Fig. 1: routing congestion
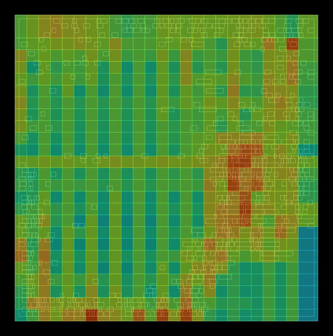
Fig. 2: sizing map
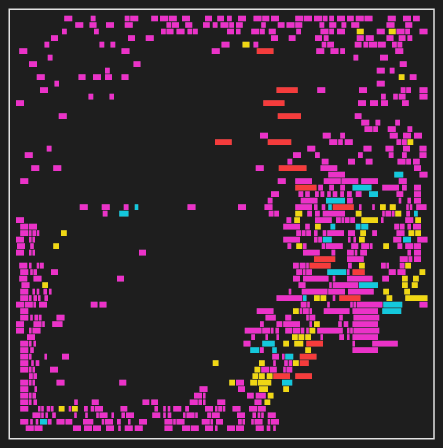
Fig. 3: cell area per tile
18 x 18 tiles, from black (low) to pale yellow (high), 0 to 100% covered.
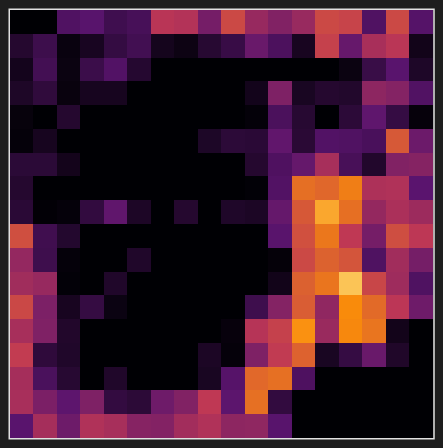
Fig. 4: placed cells, one colour a class
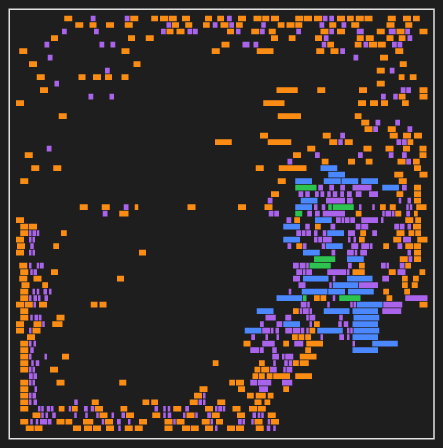
Fig. 5: sequential cells coloured by netlist name
Other sequential cells in the stronger grey, the rest of the logic in the fainter grey.
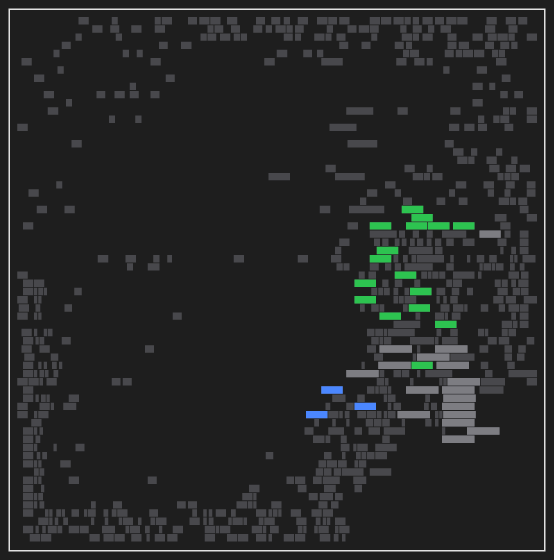
### src/rtl/mem_arbiter_pkg.sv
// mem_arbiter_pkg: memory-port types, owner encoding and arbiter defaults.
package mem_arbiter_pkg;
   localparam int MEM_NUM_TAGS     = 16;
   localparam int MEM_STARVE_LIMIT = 4;
   typedef enum logic [1:0] {MEM_NONE, MEM_LOAD, MEM_STORE} MEM_COMMAND;
   typedef enum logic {OWNER_ICACHE, OWNER_DCACHE} MEM_OWNER;
   typedef logic [31:0] ADDR;
   typedef logic [63:0] MEM_BLOCK;
   typedef logic [$clog2(MEM_NUM_TAGS)-1:0] MEM_TAG;
endpackage

### src/rtl/mem_arbiter_if.sv
// mem_arbiter_if: icache/dcache request, memory port and routed-response bundle.
interface mem_arbiter_if;
   import mem_arbiter_pkg::*;
   MEM_COMMAND icache_command;
   ADDR        icache_addr;
   MEM_COMMAND dcache_command;
   ADDR        dcache_addr;
   MEM_BLOCK   dcache_data;
   MEM_TAG     mem2proc_transaction_tag;
   MEM_BLOCK   mem2proc_data;
   MEM_TAG     mem2proc_data_tag;
   MEM_COMMAND proc2mem_command;
   ADDR        proc2mem_addr;
   MEM_BLOCK   proc2mem_data;
   MEM_TAG     icache_transaction_tag;
   MEM_TAG     dcache_transaction_tag;
   MEM_TAG     icache_data_tag;
   MEM_TAG     dcache_data_tag;
   MEM_BLOCK   icache_data;
   MEM_BLOCK   dcache_data_out;
   logic       err_orphan;
   modport slave (
      input  icache_command, icache_addr, dcache_command, dcache_addr, dcache_data,
             mem2proc_transaction_tag, mem2proc_data, mem2proc_data_tag,
      output proc2mem_command, proc2mem_addr, proc2mem_data,
             icache_transaction_tag, dcache_transaction_tag,
             icache_data_tag, dcache_data_tag, icache_data, dcache_data_out, err_orphan
   );
   modport master (
      output icache_command, icache_addr, dcache_command, dcache_addr, dcache_data,
             mem2proc_transaction_tag, mem2proc_data, mem2proc_data_tag,
      input  proc2mem_command, proc2mem_addr, proc2mem_data,
             icache_transaction_tag, dcache_transaction_tag,
             icache_data_tag, dcache_data_tag, icache_data, dcache_data_out, err_orphan
   );
endinterface

### src/rtl/mem_arbiter_tag_owner_table.sv
// tag_owner_table: per-tag {valid, owner} record of outstanding loads.
// A clear and a set of the same tag in one cycle leaves the new owner valid.
module tag_owner_table
   import mem_arbiter_pkg::*;
#(
   parameter int NUM_TAGS = MEM_NUM_TAGS
) (
   input  logic     clock,
   input  logic     reset,
   input  logic     i_set,
   input  MEM_TAG   i_set_tag,
   input  MEM_OWNER i_set_owner,
   input  logic     i_clr,
   input  MEM_TAG   i_clr_tag,
   input  MEM_TAG   i_lk_tag,
   output logic     o_lk_valid,
   output MEM_OWNER o_lk_owner
);
   logic [NUM_TAGS-1:0] r_valid;
   MEM_OWNER            r_owner [NUM_TAGS];

   always_ff @(posedge clock) begin
      if (reset) r_valid <= '0;
      else begin
         if (i_clr) r_valid[i_clr_tag] <= 1'b0;
         if (i_set) r_valid[i_set_tag] <= 1'b1;
      end
   end

   always_ff @(posedge clock) begin
      if (i_set) r_owner[i_set_tag] <= i_set_owner;
   end

   assign o_lk_valid = r_valid[i_lk_tag];
   assign o_lk_owner = r_owner[i_lk_tag];
endmodule

### src/rtl/mem_arbiter.sv
// mem_arbiter: shares the memory port between icache and dcache, dcache first,
// with an aging counter that hands the port to a starved icache.
module mem_arbiter
   import mem_arbiter_pkg::*;
#(
   parameter int NUM_TAGS     = MEM_NUM_TAGS,
   parameter int STARVE_LIMIT = MEM_STARVE_LIMIT
) (
   input logic          clock,
   input logic          reset,
   mem_arbiter_if.slave bus
);
   localparam int SW = $clog2(STARVE_LIMIT + 1);
   localparam logic [SW-1:0] LIM = SW'(STARVE_LIMIT);

   logic [SW-1:0] r_starve_cnt;
   logic          r_err_orphan;
   logic          w_i_req, w_d_req, w_grant_i, w_grant_d, w_accept;
   logic          w_rsp, w_hit, w_lk_valid;
   MEM_OWNER      w_lk_owner;

   assign w_i_req   = bus.icache_command != MEM_NONE;
   assign w_d_req   = bus.dcache_command != MEM_NONE;
   assign w_grant_i = w_i_req && (!w_d_req || r_starve_cnt == LIM);
   assign w_grant_d = w_d_req && !w_grant_i;
   assign w_accept  = (w_grant_i || w_grant_d) && bus.mem2proc_transaction_tag != '0;

   assign bus.proc2mem_command = w_grant_i ? bus.icache_command :
                                 w_grant_d ? bus.dcache_command : MEM_NONE;
   assign bus.proc2mem_addr    = w_grant_i ? bus.icache_addr :
                                 w_grant_d ? bus.dcache_addr : '0;
   assign bus.proc2mem_data    = w_grant_d ? bus.dcache_data : '0;
   assign bus.icache_transaction_tag = w_grant_i ? bus.mem2proc_transaction_tag : '0;
   assign bus.dcache_transaction_tag = w_grant_d ? bus.mem2proc_transaction_tag : '0;

   tag_owner_table #(.NUM_TAGS(NUM_TAGS)) u_table (
      .clock       (clock),
      .reset       (reset),
      .i_set       (w_accept && bus.proc2mem_command == MEM_LOAD),
      .i_set_tag   (bus.mem2proc_transaction_tag),
      .i_set_owner (w_grant_i ? OWNER_ICACHE : OWNER_DCACHE),
      .i_clr       (w_hit),
      .i_clr_tag   (bus.mem2proc_data_tag),
      .i_lk_tag    (bus.mem2proc_data_tag),
      .o_lk_valid  (w_lk_valid),
      .o_lk_owner  (w_lk_owner)
   );

   assign w_rsp = bus.mem2proc_data_tag != '0;
   assign w_hit = w_rsp && w_lk_valid;
   assign bus.icache_data_tag = (w_hit && w_lk_owner == OWNER_ICACHE) ? bus.mem2proc_data_tag : '0;
   assign bus.dcache_data_tag = (w_hit && w_lk_owner == OWNER_DCACHE) ? bus.mem2proc_data_tag : '0;
   assign bus.icache_data     = bus.mem2proc_data;
   assign bus.dcache_data_out = bus.mem2proc_data;
   assign bus.err_orphan      = r_err_orphan;

   // Only accepted dcache traffic ages the icache; a busy memory holds the count.
   always_ff @(posedge clock) begin
      if (reset) r_starve_cnt <= '0;
      else if (!w_i_req || (w_grant_i && w_accept)) r_starve_cnt <= '0;
      else if (w_grant_d && w_accept && r_starve_cnt != LIM) r_starve_cnt <= r_starve_cnt + 1'b1;
   end

   always_ff @(posedge clock) begin
      if (reset) r_err_orphan <= 1'b0;
      else if (w_rsp && !w_lk_valid) r_err_orphan <= 1'b1;
   end
endmodule

### src/flat_wrapper.sv
// flat-port wrapper written by rule: the top's interface ports become plain ports
module mem_arbiter_flat import mem_arbiter_pkg::*;
#(
   parameter int NUM_TAGS     = MEM_NUM_TAGS,
   parameter int STARVE_LIMIT = MEM_STARVE_LIMIT
)
  (clock, reset, bus_icache_command, bus_icache_addr, bus_dcache_command, bus_dcache_addr, bus_dcache_data, bus_mem2proc_transaction_tag, bus_mem2proc_data, bus_mem2proc_data_tag, bus_proc2mem_command, bus_proc2mem_addr, bus_proc2mem_data, bus_icache_transaction_tag, bus_dcache_transaction_tag, bus_icache_data_tag, bus_dcache_data_tag, bus_icache_data, bus_dcache_data_out, bus_err_orphan);
  mem_arbiter_if bus_i ();
  input logic clock;
  input logic reset;
  input wire logic [$bits(bus_i.icache_command)-1:0] bus_icache_command;
  input wire logic [$bits(bus_i.icache_addr)-1:0] bus_icache_addr;
  input wire logic [$bits(bus_i.dcache_command)-1:0] bus_dcache_command;
  input wire logic [$bits(bus_i.dcache_addr)-1:0] bus_dcache_addr;
  input wire logic [$bits(bus_i.dcache_data)-1:0] bus_dcache_data;
  input wire logic [$bits(bus_i.mem2proc_transaction_tag)-1:0] bus_mem2proc_transaction_tag;
  input wire logic [$bits(bus_i.mem2proc_data)-1:0] bus_mem2proc_data;
  input wire logic [$bits(bus_i.mem2proc_data_tag)-1:0] bus_mem2proc_data_tag;
  output wire logic [$bits(bus_i.proc2mem_command)-1:0] bus_proc2mem_command;
  output wire logic [$bits(bus_i.proc2mem_addr)-1:0] bus_proc2mem_addr;
  output wire logic [$bits(bus_i.proc2mem_data)-1:0] bus_proc2mem_data;
  output wire logic [$bits(bus_i.icache_transaction_tag)-1:0] bus_icache_transaction_tag;
  output wire logic [$bits(bus_i.dcache_transaction_tag)-1:0] bus_dcache_transaction_tag;
  output wire logic [$bits(bus_i.icache_data_tag)-1:0] bus_icache_data_tag;
  output wire logic [$bits(bus_i.dcache_data_tag)-1:0] bus_dcache_data_tag;
  output wire logic [$bits(bus_i.icache_data)-1:0] bus_icache_data;
  output wire logic [$bits(bus_i.dcache_data_out)-1:0] bus_dcache_data_out;
  output wire logic [$bits(bus_i.err_orphan)-1:0] bus_err_orphan;
  assign bus_i.icache_command = bus_icache_command;
  assign bus_i.icache_addr = bus_icache_addr;
  assign bus_i.dcache_command = bus_dcache_command;
  assign bus_i.dcache_addr = bus_dcache_addr;
  assign bus_i.dcache_data = bus_dcache_data;
  assign bus_i.mem2proc_transaction_tag = bus_mem2proc_transaction_tag;
  assign bus_i.mem2proc_data = bus_mem2proc_data;
  assign bus_i.mem2proc_data_tag = bus_mem2proc_data_tag;
  assign bus_proc2mem_command = bus_i.proc2mem_command;
  assign bus_proc2mem_addr = bus_i.proc2mem_addr;
  assign bus_proc2mem_data = bus_i.proc2mem_data;
  assign bus_icache_transaction_tag = bus_i.icache_transaction_tag;
  assign bus_dcache_transaction_tag = bus_i.dcache_transaction_tag;
  assign bus_icache_data_tag = bus_i.icache_data_tag;
  assign bus_dcache_data_tag = bus_i.dcache_data_tag;
  assign bus_icache_data = bus_i.icache_data;
  assign bus_dcache_data_out = bus_i.dcache_data_out;
  assign bus_err_orphan = bus_i.err_orphan;
  mem_arbiter #(.NUM_TAGS(NUM_TAGS), .STARVE_LIMIT(STARVE_LIMIT)) u_core (.clock(clock), .reset(reset), .bus(bus_i));
endmodule
### config.mk
export PLATFORM = sky130hd
export DESIGN_NAME = mem_arbiter_flat
export DESIGN_NICKNAME = d
export VERILOG_FILES = /design/src/rtl/mem_arbiter_pkg.sv /design/src/rtl/mem_arbiter_if.sv /design/src/rtl/mem_arbiter_tag_owner_table.sv /design/src/rtl/mem_arbiter.sv /design/src/flat_wrapper.sv
export SDC_FILE = /design/constraint.sdc
export NUM_CORES = 1
export LEC_CHECK = 0
export CAP_MARGIN = 10
export CORE_AREA = 2 2 175 177
export CTS_CLUSTER_DIAMETER = 30
export DETAILED_ROUTE_END_ITERATION = 16
export DIE_AREA = 0 0 177 179
export PLACE_DENSITY = 0.51
export SYNTH_ARGS = -nofsm -noshare
export SYNTH_HDL_FRONTEND = slang
export SYNTH_SLANG_ARGS = --single-unit
### constraint.sdc
create_clock -name clock -period 3 [get_ports clock]
set_input_delay 0.6 -clock clock [delete_from_list [all_inputs] [get_ports clock]]
set_output_delay 0.6 -clock clock [all_outputs]
set_load 0.005 [all_outputs]
==> out/metrics.cfg <==
[layout]
finalNonFillerCells = 1068
nNetsFinal = 878

[setup_path]
r2r_slack_ps = 970
end_kind = output pin
crit_type = in2out
r2r-start = u_core.r_starve_cnt[0]

[outcome]
outcome = completed

[floorplan]
placementRows = 64
core_area_mm2 = 0.0300

[pwr]
intPower_uw = 1300
clkPwrFrac_pct = 27.5
sequentialPowerShare_pct = 29.1
p_leak_uw = 0.00274

[logic_synthesis]
synth_seq_share_pct = 23.2
synth_area_per_cell_um2 = 7.55
ys_top_cells_by_count = 128 x buf_4, 73 x nand2_1, 70 x and2_1, 42 x o21ai_0, 23 x clkbuf_1
synth.logic.top_family = buffers and inverters
postSynthCellCount = 503
most_common_cell = buf_4
top_cell_area_share_pct = 25.3

[global_route]
grt_pass1_wl_mm = 26.6
first_global_vias = 3777

[route]
first_pass_iters = 4
via_count = 3946
wl_per_cell_um = 19.3
post-route-drc-count = 0
viasPerCell = 3.69

[place]
dpl.hpwl_mm = 17.0
dp_cells = 1039
io_buffers = 256
place_congestion = 0.794

[clocking]
clock_path_buffers = 2
cts.sinks = 36
clock_latency_ps = 280

[worst_hold_path]
hold_path_class = reg2reg
holdPathEnd = u_core.u_table.r_valid[6]
hold_depth = 2

[final_timing]
rsz0062_at_grt = true
hold_viol_final = 0

[job]
warning_count = 29

## Picture notes: Fig. 1
All-Layer GR Usage: 11.8%
M2 GR Usage: 17.1%

## Picture notes: Fig. 2
- drive 6 and up: red (cells 18; share 2.7%; most used clkbuf_16)
- drive 2: cyan (cells 24; share 3.6%; most used mux4_2)
- drive 1 or less: magenta (cells 568; share 85%; most used clkdlybuf4s50_1)
- drive 3 to 4: yellow (cells 61; share 9.1%; most used buf_4)

## Picture notes: Fig. 3
- emptiest ninth of the die: centre
- tiles over 75% full: 0.90%
- mean over tiles: 19%
- nearly empty tiles: 37%
- densest ninth of the die: middle right
- fullest tile: 87%

## Picture notes: Fig. 4
- flops: blue (cells 36; share of their area 15%)
- all other logic: purple (cells 310; share of their area 31%)
- other buffers and delay cells: orange (cells 317; share of their area 52%)
- clock drivers and dummy loads: green (cells 8; share of their area 2.4%)

## Picture notes: Fig. 5
- `u_core.u_table.r_valid`: green (placed flops 16; where middle right)
- `u_core.r_starve_cnt`: blue (placed flops 3)
- not coloured: 17

power by group through the flow:
stage	clock network [uW]	logic (uW)	registers [uW]
6_report	498	785	526
2_1_floorplan	0	358	535
5_1_grt	524	853	526
4_1_cts	507	771	526
3_5_place_dp	0	769	536
3_3_place_gp	0	765	536
state kept, by name, indices dropped and copies added (netlist names):
name,cells
u_core.r_starve_cnt,3
u_core.u_table.r_owner,16
u_core.u_table.r_valid,16
u_core.bus.err_orphan,1
how the worst max path moves through the flow:
stage                     slack (ps)                startpoint                      to
after floorplan                  350  bus_mem2proc_data_tag[1]  bus_icache_data_tag[0]
after global placement          -650  bus_mem2proc_data_tag[0]  bus_icache_data_tag[2]
after detailed placement        -710  bus_mem2proc_data_tag[0]  bus_icache_data_tag[1]
after CTS                       -110  bus_mem2proc_data_tag[0]  bus_icache_data_tag[1]
after global routing              -2     bus_dcache_command[1]    bus_proc2mem_data[3]
final                             50     bus_dcache_command[1]   bus_proc2mem_data[39]
per-layer routing:
metal  wire (um)  global-route usage (%)  up-vias
li1            -                       -     1880
met1        8430                    14.8     1756
met2        8800                    17.1      231
met3        2840                    7.04       63
met4         424                    2.79       16
met5         100                       0        -
final cells by class:
cell class                 instances  area (um2)  share of cell area, %
sequential                        36         881                   13.5
antenna                            1        2.50                 0.0384
clock buffer                       5         125                   1.92
clock inverter                     3        18.8                  0.288
tap                              396         495                   7.59
inverter                          15        56.3                  0.863
timing repair buffer             317        3120                   47.8
multi-input combinational        295        1830                   28.0
critical path, cell delays in order:
cell and delay, ps:
dlygate4sd2_1 240, or2_4 260, a21oi_4 200, buf_12 130
nor2_4 50, buf_12 150, bufbuf_16 270, and2_1 150
dlygate4sd2_1 290
cell families after synthesis:
logic type,after synthesis
mux,12
other cells,1
buf+inv,172
flops,36
compound gates,89
simple gates,191
fa+ha+maj,2
stage by stage:
step                      setup TNS, ps  setup slack [ps]  power (uW)  cell area, um2
after floorplan                       0               347         893            3800
after global placement           -19680              -647        1300            6130
after detailed placement         -21530              -708        1300            6130
after CTS                          -188              -108        1800            6380
after global routing              -2.04             -2.04        1900            6520
final                                 0              49.0        1810            6520
cell usage in the layout, fill, tap and decap left out, drive strengths merged, types with 7 or more instances in the layout:
master and count:
dlygate4sd2 71, edfxtp 16, clkdlybuf4s50 163, o21ai 42, o22ai 9, clkdlybuf4s15 12, nand2 73, nor3 11
nor2 19, dfxtp 20, o211ai 7, clkbuf 9, buf 61, and2 70, a21oi 10, mux4 7
inv 15
what timing repair did:
item	CTS	global route
pin swaps	4	2
cloned	3	2
buffers inserted	8	7
setup endpoints to repair	110	30
endpoints found under the hold margin	0	0
resized	109	22
Power figures rest on the tool's default switching activity, not on a simulated workload.
